<file path="src/rtl/mem_port_arbiter.sv">
// Arbitrates one single-ported memory between instruction fetch and data access.
// Round-robin on ties, req/ack handshake with busy timeout, sticky error flag.
module mem_port_arbiter #(
    parameter int unsigned ADDR_W  = 32,
    parameter int unsigned DATA_W  = 32,
    parameter int unsigned TIMEOUT = 255
) (
    input  logic              clk,
    input  logic              rst,
    input  logic              if_req,
    input  logic [ADDR_W-1:0] if_addr,
    output logic [DATA_W-1:0] if_rdata,
    output logic              if_done,
    input  logic              dm_read,
    input  logic              dm_write,
    input  logic [ADDR_W-1:0] dm_addr,
    input  logic [DATA_W-1:0] dm_wdata,
    output logic [DATA_W-1:0] dm_rdata,
    output logic              dm_done,
    output logic              mem_req,
    output logic              mem_we,
    output logic [ADDR_W-1:0] mem_addr,
    output logic [DATA_W-1:0] mem_wdata,
    input  logic [DATA_W-1:0] mem_rdata,
    input  logic              mem_ack,
    output logic              stall,
    output logic              err
);

    // Counter only needs to reach TIMEOUT-1: the last busy cycle is the one that aborts.
    localparam int unsigned     CntW    = (TIMEOUT > 1) ? $clog2(TIMEOUT) : 1;
    localparam logic [CntW-1:0] CntLast = CntW'(TIMEOUT - 1);

    typedef enum logic [1:0] {StIdle, StBusyIf, StBusyDm, StResp} state_e;

    state_e            state_q, state_d;
    logic              mem_req_q, mem_req_d;
    logic              mem_we_q, mem_we_d;
    logic [ADDR_W-1:0] mem_addr_q, mem_addr_d;
    logic [DATA_W-1:0] mem_wdata_q, mem_wdata_d;
    logic [DATA_W-1:0] if_rdata_q, if_rdata_d;
    logic [DATA_W-1:0] dm_rdata_q, dm_rdata_d;
    logic              if_done_q, if_done_d;
    logic              dm_done_q, dm_done_d;
    logic              err_q, err_d;
    logic              last_dm_q, last_dm_d;
    logic [CntW-1:0]   cnt_q, cnt_d;
    logic              dm_any;
    logic              timeout;

    assign dm_any = dm_read | dm_write;

    always_comb begin
        state_d     = state_q;
        mem_req_d   = mem_req_q;
        mem_we_d    = mem_we_q;
        mem_addr_d  = mem_addr_q;
        mem_wdata_d = mem_wdata_q;
        if_rdata_d  = if_rdata_q;
        dm_rdata_d  = dm_rdata_q;
        if_done_d   = 1'b0;
        dm_done_d   = 1'b0;
        err_d       = err_q;
        last_dm_d   = last_dm_q;
        cnt_d       = cnt_q;
        timeout     = 1'b0;

        unique case (state_q)
            StIdle: begin
                // DM wins unless IF also waits and DM had the previous grant.
                if (dm_any && (!if_req || !last_dm_q)) begin
                    state_d     = StBusyDm;
                    last_dm_d   = 1'b1;
                    mem_req_d   = 1'b1;
                    mem_we_d    = dm_write;
                    mem_addr_d  = dm_addr;
                    mem_wdata_d = dm_wdata;
                    if (dm_read && dm_write) begin
                        err_d = 1'b1;
                    end
                end else if (if_req) begin
                    state_d    = StBusyIf;
                    last_dm_d  = 1'b0;
                    mem_req_d  = 1'b1;
                    mem_we_d   = 1'b0;
                    mem_addr_d = if_addr;
                end
            end
            StBusyIf, StBusyDm: begin
                timeout = !mem_ack && (cnt_q == CntLast);
                if (mem_ack || timeout) begin
                    state_d   = StResp;
                    mem_req_d = 1'b0;
                    if_done_d = (state_q == StBusyIf);
                    dm_done_d = (state_q == StBusyDm);
                    if (timeout) begin
                        err_d = 1'b1;
                    end
                    if (state_q == StBusyIf) begin
                        if_rdata_d = mem_ack ? mem_rdata : '1;
                    end else if (!mem_we_q) begin
                        dm_rdata_d = mem_ack ? mem_rdata : '1;
                    end
                end else begin
                    cnt_d = cnt_q + 1'b1;
                end
            end
            StResp: begin
                state_d = StIdle;
                cnt_d   = '0;
            end
            default: state_d = StIdle;
        endcase
    end

    always_ff @(posedge clk or posedge rst) begin
        if (rst) begin
            state_q     <= StIdle;
            mem_req_q   <= 1'b0;
            mem_we_q    <= 1'b0;
            mem_addr_q  <= '0;
            mem_wdata_q <= '0;
            if_rdata_q  <= '0;
            dm_rdata_q  <= '0;
            if_done_q   <= 1'b0;
            dm_done_q   <= 1'b0;
            err_q       <= 1'b0;
            last_dm_q   <= 1'b0;
            cnt_q       <= '0;
        end else begin
            state_q     <= state_d;
            mem_req_q   <= mem_req_d;
            mem_we_q    <= mem_we_d;
            mem_addr_q  <= mem_addr_d;
            mem_wdata_q <= mem_wdata_d;
            if_rdata_q  <= if_rdata_d;
            dm_rdata_q  <= dm_rdata_d;
            if_done_q   <= if_done_d;
            dm_done_q   <= dm_done_d;
            err_q       <= err_d;
            last_dm_q   <= last_dm_d;
            cnt_q       <= cnt_d;
        end
    end

    assign mem_req   = mem_req_q;
    assign mem_we    = mem_we_q;
    assign mem_addr  = mem_addr_q;
    assign mem_wdata = mem_wdata_q;
    assign if_rdata  = if_rdata_q;
    assign dm_rdata  = dm_rdata_q;
    assign if_done   = if_done_q;
    assign dm_done   = dm_done_q;
    assign err       = err_q;
    assign stall     = (if_req & ~if_done_q) | (dm_any & ~dm_done_q);

endmodule
</file>
<file path="config.mk">
export PLATFORM = sky130hd
export DESIGN_NAME = mem_port_arbiter
export DESIGN_NICKNAME = d
export VERILOG_FILES = /design/src/rtl/mem_port_arbiter.sv
export SDC_FILE = /design/constraint.sdc
export NUM_CORES = 1
export LEC_CHECK = 0
export ABC_AREA = 1
export CAP_MARGIN = 15
export CORE_UTILIZATION = 42
export CTS_CLUSTER_DIAMETER = 100
export DETAILED_ROUTE_END_ITERATION = 6
export PLACE_DENSITY = 0.8
export SLEW_MARGIN = 25
export SYNTH_ARGS = -nofsm -noshare
export SYNTH_HDL_FRONTEND = slang
export SYNTH_SLANG_ARGS = --single-unit
</file>
<file path="constraint.sdc">
create_clock -name clk -period 5.3 [get_ports clk]
set_input_delay 1.06 -clock clk [delete_from_list [all_inputs] [get_ports clk]]
set_output_delay 1.06 -clock clk [all_outputs]
set_load 0.02 [all_outputs]
</file>
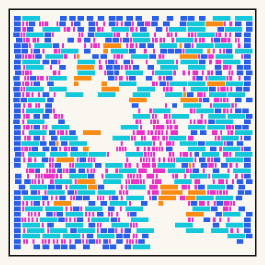
**Above:** run 1 (cells colored by class).
Drawn at 2 px/um.
remaining logic cells: drawn in magenta, cells 507, share of their area 25%. clock drivers and dummy loads: drawn in orange, cells 31, share of their area 6.0%. remaining buffers and delay cells: drawn in blue, cells 274, share of their area 30%. registers: drawn in cyan, cells 144, share of their area 39%.

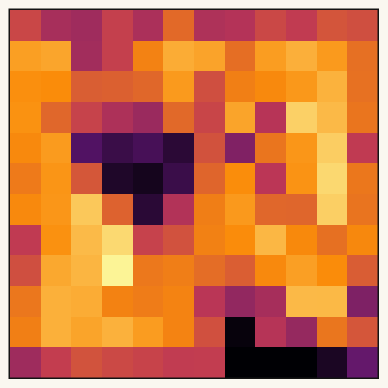
**Above:** run 1 (cell area per tile).
Drawn at 3 px/um. The die is cut into 12 by 12 equal tiles; black is low, pale yellow is high, 0 to 100% covered.
2.8% of the tiles are nearly empty. 30% of the tiles are over 75% full. The fullest tile reaches 98%. The mean over all tiles is 61%.

==> out/metrics.cfg, run 1 <==
[clocking]
cts_setup_buffers = 0
cts_hold_buffers = 0
cts_tree = yes

[power_and_ir_drop]
ir_worst_vdd_mv = 0.381
power_leader = combinational cells
powerClk_mw = 1.11
totalPowerFinal_mw = 6.08
switchingPower_mw = 2.44
switching_share_pct = 40.1

[final_timing]
rsz0062_at_grt = false
setup_violations = 0
max_freq_ghz = 0.275
finalClockPeriodUsage_pct = 68.7
setup_tns_ns = 0
maxSlewHeadroom_pct = 36.2

[yosys]
synth.distinct_cells = 26
ys_async_sr_fraction_pct = 100
top_area_cell = dfrtp_1
yosys.stat.seqShare_pct = 59.1
syn_area_per_cell_sq_um = 8.87
synthCells = 688

[drt]
routedWlPerCell_um = 14.7
top_layer_used = met4
routed_wl_mm = 16.7
wl_met3_mm = 1.64

[worst_setup_path]
rr_endpoint = if_rdata[16]
crit_path_max_fanout = 4
cp-endpoint = stall

[cells_and_area]
area_growth_pct = 54.4
stdcell_count = 1136
buf_share_pct = 28.9
ff_latch_area_sq_mm = 0.00360
area_dominant_class = sequential cells
fill_cells = 1126

[min_path]
hp-class = reg2reg
min_path_cells = 2
whs_endpoint = mem_wdata[22]

[floorplan]
coreArea_sq_mm = 0.0140
row_count = 43
die_y_um = 123

[placement]
port-buffer-count = 267
placed_area_sq_mm = 0.00887
dp.cells = 1105

[global_route]
antenna_found_initial = 0
grt-ovfl-total = 0
grt_usage_pct = 23.1

[outcome]
status = finished clean

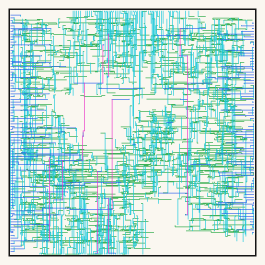
**Above:** run 1 (routed metal, one color a layer).
Drawn at 2 px/um.
M3: drawn in blue, wire length 1640 um. M1: drawn in green, wire length 6900 um. M2: drawn in cyan, wire length 7750 um. M4: drawn in magenta, wire length 357 um.

[run 1: worst max-delay path, stage by stage]
cell and delay, ns:
clkdlybuf4s50_1 0.54, nor2_1 0.12, o22ai_1 0.18, clkdlybuf4s50_1 0.68
[run 1: cell families (layout without fill, tap and decap cells)]
| family | after synthesis | after routing | share of synthesized area (%) |
|---|---|---|---|
| and+or+nand+nor | 368 | 368 | 23.7 |
| DFF | 144 | 144 | 59.1 |
| AOI/OAI and AO/OA | 110 | 110 | 11.2 |
| buffers and inverters | 59 | 327 | 4.67 |
| adders and majority gates | 6 | 6 | 1.23 |
| xor gates and xnor gates | 1 | 1 | 0.144 |
[run 1: state kept, by name (all words and copies together) (netlist names), 2 cells and up]
signal	cells
mem_wdata	32
mem_addr	32
if_rdata	32
cnt_q	8
dm_rdata	32
state_q	2
==> run 1 -> run 2 <==
Settings changed: CORE_UTILIZATION 42 to 38, PLACE_DENSITY 0.8 to 0.76.
Clock period 5.3 ns to 3.1 ns, I/O delays scaled along.
==> run 2 against run 1 <==
Core utilization down 5.3 points. Sequential share of layout area shrank 0.47 points. Total power up 73%. Non-clock buffer count grew 2. Via count is 0.16% higher. Synthesized cell count did not move. Die size grew 10%. Area after synthesis unchanged. Combinational power increased by 73%. Clock skew fell by 0.0041 ns. Clock-buffer cell count is 3 lower. Final area is 1.2% higher. Critical endpoint unchanged. Largest power group unchanged.
==> out/metrics.cfg, run 2 <==
[yosys]
synth_top_area_share_pct = 59.1
yosys_area_sq_mm = 0.00610
synth.distinct_cells = 26
ys_async_sr_fraction_pct = 100
yosys.stat.seqShare_pct = 59.1
synthCells = 688
syn_area_per_cell_sq_um = 8.87
top_area_cell = dfrtp_1

[min_path]
whs_endpoint = mem_wdata[3]
min_path_cells = 2
hp-class = reg2reg

[cells_and_area]
buf_share_pct = 29.1
area_dominant_class = sequential cells
area_growth_pct = 56.3
ff_latch_area_sq_mm = 0.00360
fill_cells = 1352

[drt]
top_layer_used = met4
routed_wl_mm = 16.7
routedWlPerCell_um = 14.3
wl_met3_mm = 1.67

[worst_setup_path]
crit_path_max_incr_delay_ns = 0.59
cp-endpoint = stall
crit_buf_inv = 2
cp.depth = 4
cpMaxStageDelayCell = clkdlybuf4s50_1
crit_path_max_fanout = 4
worstPathCellList = clkdlybuf4s50_1 -> nor2_1 -> o22ai_1 -> clkdlybuf4s50_1

[floorplan]
row_count = 45
die_y_um = 129
coreArea_sq_mm = 0.0154

[final_timing]
finalClockPeriodUsage_pct = 88.0
finalCriticalPeriod_ns = 2.73
setup_tns_ns = 0
hold_slack_ns = 0.466
rsz0062_at_grt = false
max_freq_ghz = 0.366
maxSlewHeadroom_pct = 47.4
setup_violations = 0

[power_and_ir_drop]
ir_worst_vdd_mv = 0.538
switchingPower_mw = 4.18
switching_share_pct = 39.8
powerClk_mw = 1.99
leakage_nw = 4.32

[clocking]
cts_tree = yes
cts_hold_buffers = 0
cts_setup_buffers = 0

[global_route]
antenna_found_initial = 0
grt-ovfl-total = 0

[placement]
port-buffer-count = 267

[outcome]
status = finished clean

run 2: cell counts after synthesis:
No cell type changed its count.
run 2: cell families (layout without fill, tap and decap cells):
logic type	after synthesis	count (layout)	share of synthesized area [%]
adder cells (fa/ha/maj)	6	6	1.23
AND/OR/NAND/NOR	368	368	23.7
flip-flops	144	144	59.1
AND-OR/OR-AND	110	110	11.2
XOR/XNOR	1	1	0.144
buffers and inverters	59	329	4.67
run 2: worst reg2reg max path: cells and delay by family, from the launching register on:
kind	cells	cell delay [ns]
buffers and inverters	2	0.58
AND/OR/NAND/NOR	6	0.51
flip-flops	1	0.42
adder cells (fa/ha/maj)	1	0.20
AND-OR/OR-AND	1	0.13
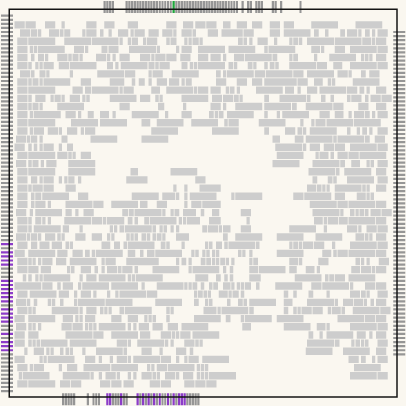
**Above:** run 2 (pin map).
Drawn at 3 px/um. Pins as bars across the die edge, other pins in gray.
dm_wdata: drawn in purple, pins 32, direction input, edge 19 west, 13 south. stall: drawn in green, pins 1, direction output, edge north.

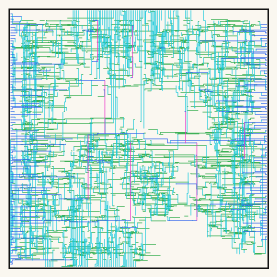
**Above:** run 2 (routed metal, one color a layer).
Drawn at 2 px/um.
M3: drawn in blue, wire length 1670 um. M1: drawn in green, wire length 6900 um. M4: drawn in magenta, wire length 216 um. M2: drawn in cyan, wire length 7880 um.

Power is estimated from default activity; no workload was simulated.
